**config.mk**
```make
export PLATFORM = sky130hd
export DESIGN_NAME = gci_std_display_rect_fill_master
export DESIGN_NICKNAME = d
export VERILOG_FILES = /design/src/rtl/gci_std_display_rect_fill_master.sv
export SDC_FILE = /design/constraint.sdc
export NUM_CORES = 1
export LEC_CHECK = 0
export CORE_ASPECT_RATIO = 0.6
export CORE_MARGIN = 3
export CORE_UTILIZATION = 54
export CTS_BUF_LIST = sky130_fd_sc_hd__clkbuf_2
export DETAILED_ROUTE_END_ITERATION = 10
export GPL_ROUTABILITY_DRIVEN = 1
export MAX_ROUTING_LAYER = met4
export PLACE_DENSITY = 0.83
export RECOVER_POWER = 25
export SLEW_MARGIN = 20
export SYNTH_ARGS = -nofsm -noshare
export SYNTH_HDL_FRONTEND = slang
export SYNTH_SLANG_ARGS = --single-unit
export TNS_END_PERCENT = 1
```
**constraint.sdc**
```tcl
create_clock -name iCLOCK -period 12.75 [get_ports iCLOCK]
set_clock_uncertainty 0.1 [all_clocks]
set_input_delay 1.9125 -clock iCLOCK [delete_from_list [all_inputs] [get_ports iCLOCK]]
set_output_delay 1.9125 -clock iCLOCK [all_outputs]
set_load 0.02 [all_outputs]
```
**src/rtl/gci_std_display_rect_fill_master.sv**
```systemverilog
// GCI bus master that fills a clipped rectangle of the display bitmap
// with one 16-bit 5R6G5B colour, one write per pixel.
// Ports:
//   iCLOCK/iRESET        clock, async active-high reset
//   iCMD_*/oCMD_BUSY     command input (X, Y, W, H, colour) and busy flag
//   oDONE                one-cycle pulse when a command is fully retired
//   oERR_SPURIOUS        sticky: response seen with nothing outstanding
//   oDEV_*/iDEV_BUSY     write request channel to the display slave
//   iDEV_REQ/iDEV_DATA   slave response pulse (data ignored)
module gci_std_display_rect_fill_master #(
    parameter logic [31:0] BITMAP_BASE = 32'h0000C400,
    parameter int          H_RES       = 640,
    parameter int          V_RES       = 480,
    parameter int          MAX_OUT     = 4
) (
    input  logic        iCLOCK,
    input  logic        iRESET,
    input  logic        iCMD_REQ,
    output logic        oCMD_BUSY,
    input  logic [9:0]  iCMD_X,
    input  logic [9:0]  iCMD_Y,
    input  logic [10:0] iCMD_W,
    input  logic [9:0]  iCMD_H,
    input  logic [15:0] iCMD_COLOR,
    output logic        oDONE,
    output logic        oERR_SPURIOUS,
    output logic        oDEV_REQ,
    input  logic        iDEV_BUSY,
    output logic        oDEV_RW,
    output logic [31:0] oDEV_ADDR,
    output logic [31:0] oDEV_DATA,
    input  logic        iDEV_REQ,
    input  logic [31:0] iDEV_DATA
);

    typedef enum logic [2:0] {
        ST_IDLE,
        ST_ISSUE,
        ST_DRAIN,
        ST_ZERO,
        ST_DONE
    } state_t;

    localparam logic [31:0] LP_STRIDE = 32'(H_RES * 4);

    state_t      r_state;
    state_t      w_next;
    logic [31:0] r_addr;
    logic [31:0] r_row_addr;
    logic [15:0] r_color;
    logic [10:0] r_w;
    logic [9:0]  r_h;
    logic [10:0] r_col;
    logic [9:0]  r_row;
    logic [3:0]  r_out;
    logic        r_err;

    logic        w_cmd_acc;
    logic        w_zero;
    logic [10:0] w_wroom;
    logic [9:0]  w_hroom;
    logic [10:0] w_weff;
    logic [9:0]  w_heff;
    logic [31:0] w_start;
    logic        w_req;
    logic        w_acc;
    logic        w_last_col;
    logic        w_last_pix;
    logic        w_unused;

    assign w_unused = ^iDEV_DATA;

    // Clipping against the right and bottom screen edges.
    assign w_wroom = 11'(H_RES) - {1'b0, iCMD_X};
    assign w_hroom = 10'(V_RES) - iCMD_Y;
    assign w_weff  = (iCMD_W < w_wroom) ? iCMD_W : w_wroom;
    assign w_heff  = (iCMD_H < w_hroom) ? iCMD_H : w_hroom;
    assign w_zero  = ({1'b0, iCMD_X} >= 11'(H_RES)) ||
                     (iCMD_Y >= 10'(V_RES)) ||
                     (iCMD_W == 11'd0) || (iCMD_H == 10'd0);
    assign w_start = BITMAP_BASE +
                     ((32'(iCMD_Y) * 32'(H_RES) + 32'(iCMD_X)) << 2);

    assign w_cmd_acc  = (r_state == ST_IDLE) && iCMD_REQ;
    // Request only depends on state and count, so once raised it
    // cannot fall before being accepted (count only drops meanwhile).
    assign w_req      = (r_state == ST_ISSUE) && (r_out < 4'(MAX_OUT));
    assign w_acc      = w_req && !iDEV_BUSY;
    assign w_last_col = (r_col == r_w - 11'd1);
    assign w_last_pix = w_last_col && (r_row == r_h - 10'd1);

    assign oDEV_REQ      = w_req;
    assign oDEV_RW       = w_req;
    assign oDEV_ADDR     = r_addr;
    assign oDEV_DATA     = {16'h0000, r_color};
    assign oERR_SPURIOUS = r_err;
    assign oCMD_BUSY     = (r_state == ST_ISSUE) || (r_state == ST_DRAIN) ||
                           (r_state == ST_ZERO);
    assign oDONE         = (r_state == ST_DONE);

    always_ff @(posedge iCLOCK or posedge iRESET) begin
        if (iRESET) begin
            r_state <= ST_IDLE;
        end else begin
            r_state <= w_next;
        end
    end

    always_comb begin
        w_next = r_state;
        case (r_state)
            ST_IDLE: begin
                if (iCMD_REQ) begin
                    w_next = w_zero ? ST_ZERO : ST_ISSUE;
                end
            end
            ST_ISSUE: begin
                if (w_acc && w_last_pix) begin
                    w_next = ST_DRAIN;
                end
            end
            ST_DRAIN: begin
                if (r_out == 4'd0) begin
                    w_next = ST_DONE;
                end
            end
            ST_ZERO: w_next = ST_DONE;
            ST_DONE: w_next = ST_IDLE;
            default: w_next = ST_IDLE;
        endcase
    end

    always_ff @(posedge iCLOCK or posedge iRESET) begin
        if (iRESET) begin
            r_addr     <= 32'd0;
            r_row_addr <= 32'd0;
            r_color    <= 16'd0;
            r_w        <= 11'd0;
            r_h        <= 10'd0;
            r_col      <= 11'd0;
            r_row      <= 10'd0;
        end else if (w_cmd_acc && !w_zero) begin
            r_addr     <= w_start;
            r_row_addr <= w_start;
            r_color    <= iCMD_COLOR;
            r_w        <= w_weff;
            r_h        <= w_heff;
            r_col      <= 11'd0;
            r_row      <= 10'd0;
        end else if (w_acc) begin
            if (w_last_col) begin
                r_col      <= 11'd0;
                r_row      <= r_row + 10'd1;
                r_row_addr <= r_row_addr + LP_STRIDE;
                r_addr     <= r_row_addr + LP_STRIDE;
            end else begin
                r_col  <= r_col + 11'd1;
                r_addr <= r_addr + 32'd4;
            end
        end
    end

    // Outstanding-write counter and spurious-response flag.
    always_ff @(posedge iCLOCK or posedge iRESET) begin
        if (iRESET) begin
            r_out <= 4'd0;
            r_err <= 1'b0;
        end else begin
            if (w_acc && !iDEV_REQ) begin
                r_out <= r_out + 4'd1;
            end else if (!w_acc && iDEV_REQ && (r_out != 4'd0)) begin
                r_out <= r_out - 4'd1;
            end
            if (w_cmd_acc) begin
                r_err <= 1'b0;
            end
            if (!w_acc && iDEV_REQ && (r_out == 4'd0)) begin
                r_err <= 1'b1;
            end
        end
    end

endmodule

```
==> images/flops_by_reg.png <==
Scale bar: 50 microns. Other sequential cells in the stronger gray, the rest of the logic in the fainter gray.
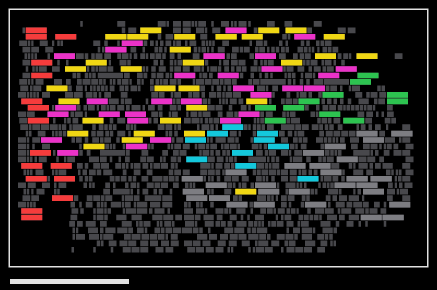
| color | netlist name | placed flops |
|---|---|---|
| magenta | r_row_addr | 30 |
| red | r_color | 16 |
| green | r_col | 11 |
| yellow | oDEV_ADDR | 31 |
| cyan | r_row | 10 |

==> images/sizes.png <==
Scale bar: 50 microns.
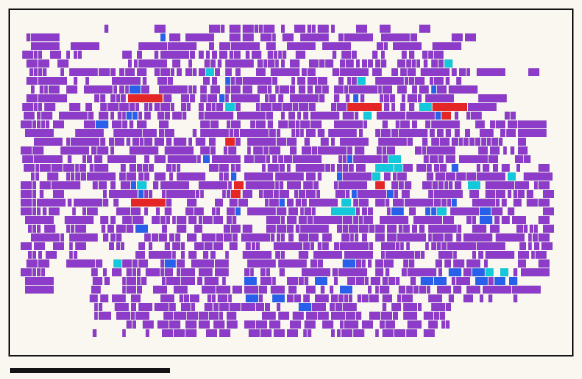
| color | size | cells | share | most used |
|---|---|---|---|---|
| cyan | _3 and _4 cells | 19 | 1.6% | buf_4 |
| purple | _0 and _1 cells | 1154 | 94% | nand2_1 |
| red | _6 and larger | 9 | 0.73% | inv_6 |
| blue | _2 cells | 43 | 3.5% | clkbuf_2 |

==> images/clocks.png <==
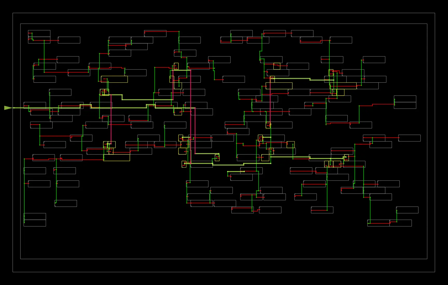
sink count of the clock tree: 127
final sequential cell count: 127

-- registers in the layout, summed over array words and instances, names as in the netlist --
signal	cells
r_row_addr	30
r_out	4
r_color	16
oDEV_ADDR	31
r_state	3
r_row	10
oERR_SPURIOUS	1
r_col	11
r_w	11
r_h	10
-- critical path, delay by kind of cell --
kind                   cells  cell delay (ns)
buffers and inverters      3             4.66
-- through the flow --
step | area, sq um | hold slack (ns) | setup WS, ns
2_1_floorplan | 9390 | 0.339 | 7.35
3_3_place_gp | 10600 | 0.354 | 6.62
3_5_place_dp | 10600 | 0.363 | 6.59
4_1_cts | 10900 | 0.408 | 7.32
5_1_grt | 10800 | 0.423 | 5.09
6_report | 10800 | 0.402 | 6.06
-- power breakdown --
part	switching [mW]	internal, mW	leakage [nW]
clock	0.172	0.134	0.171
combinational	0.476	0.408	2.89
sequential	0.192	0.552	1.61
-- cells in the mapped netlist, types with 5 or more instances --
library cell / n
mux2_2: 16
nand3_1: 41
xnor2_1: 65
a21o_1: 11
clkbuf_1: 36
o31ai_1: 5
and4_1: 5
nand2_1: 152
nor4_1: 15
nor2_1: 97
xor2_1: 49
nor3b_1: 7
nor3_1: 30
a22o_1: 9
mux2i_1: 13
nand3b_1: 12
buf_4: 19
and3_1: 13
a221oi_1: 5
dfrtp_1: 127
inv_1: 51
a21oi_1: 56
a31oi_1: 10
a211oi_1: 5
buf_1: 5
and2_1: 8
o22ai_1: 8
ha_1: 49
o21ai_0: 87
a211o_1: 5
o211ai_1: 6
nand4_1: 19
nand2b_1: 7
-- metal layers --
layer	track usage, %	routed length (microns)	vias up
met5	-	0	-
met4	6.83	441	0
met3	7.22	2380	39
met2	39.8	10800	361
met1	40.0	11700	4062
li1	-	-	4117
==> deck_impl_summary.md <==
Run Summary

Drt
  – Vias/cell: around 5.9
  – Drt pass-1 iters: 5
  – Remaining DRCs: 0
  – Final wirelength: about 25000 microns
  – WL per Instance: ~17 microns

Global route
  – Initial antenna violation count: 0
  – Vias in the first global route: 8239
  – GRT Util Overall: 28.0%
  – Pin count of the biggest net entering global routing: around 80

Final layout
  – NonClk Buf Share: between 10 and 15%
  – Area-dominant cell class after layout: logic gates
  – ANT cells: 0
  – Core Util, Final: around two thirds
  – Combinational Gates: between 800 and 900
  – Final nets: between 1000 and 1500
  – # fillers: approximately 1400
  – Dominant logic cell types in the final layout: 152 x nand2_1, 127 x dfrtp_1, 112 x clkdlybuf4s50_1
  – Area grow syn2layout: 16.2%
  – Logic inverters: ~50
  – Clkbuf count: 18
  – Combinational share of cell area: a little over half
  – Layout cells sized above 1: under 10%
  – Final Non-Filler Cells: 1453
  – Seq/total area: between 20% and 30%

STA
  – Final hold viol count: 0
  – Setup TNS: 0 ns
  – Fin. max-slew vios: about 170
  – Crit path time final: around 6.7 ns

Synth
  – Number of enable flip-flop cells: 0
  – Area fraction in and, or, nand and nor cells after synthesis: between 20% and 30%
  – Largest cells by area: dfrtp_1 34%, ha_1 6.6%, nand2_1 6.1%, xnor2_1 6.1%, o21ai_0 4.7%
  – Synth Area per Inst: about 8.3 sq um
  – Syn. warnings: 0
  – Synthesized registers: approximately 130
  – Distinct cell type count of the synthesized netlist: 73
  – MUX area fraction: under 10%
  – Adder Area Share: 7.21%
  – Post-synthesis instance area: between 9000 and 10000 sq um
  – XOR/XNOR Fraction of Synth Area: between 10% and 20%
  – Compound-gate portion of the synthesized area: between 10% and 20%
  – Post-synth top flop: dfrtp_1
  – Cells after Synth: about 1100
  – Post-synth area from yosys stat: between 9000 and 10000 sq um
  – Top cell area share: around a third
  – Asr flop ratio synth: 100%

Setup path
  – Crit path arrival time: between 6 and 7 ns
  – Reg2reg path depth: 7
  – Max incr delay on CP: 2.53 ns
  – R2r endpoint: oDEV_ADDR[17]$_DFFE_PP0P_
  – Setup CP Type: in2async
  – R2r startpoint: r_state[1]$_DFFE_PP0P_
  – Crit. End Element: asynchronous set/reset pin
  – CP Launch Point: iRESET
  – Crit path to: r_w[1]$_DFFE_PP0P_

Outcome
  – Status: complete, but fails checks
  – Violated checks: max-capacitance violations, max-slew violations

Job
  – Tool Warnings: roughly 58
  – MaxCap Viol Count: 3

Place
  – DPL Wire Length: roughly 18000 microns

Clock network
  – Clk_lat worst skew: just over 0.7 ns
  – Clock root cell: clkbuf_2
  – H-tree levels: 4

Hold path
  – WHS Path Cells: 2
  – Hold path start: r_color[1]$_DFFE_PP0P_

Power and ir drop
  – Maximum VDD drop: around 110 uV

Die
  – Core region area: ~17000 sq um
  – Fp_density: between 50% and 60%
  – Tap cells: between 200 and 250
Power figures rest on the tool's default switching activity, not on a simulated workload.
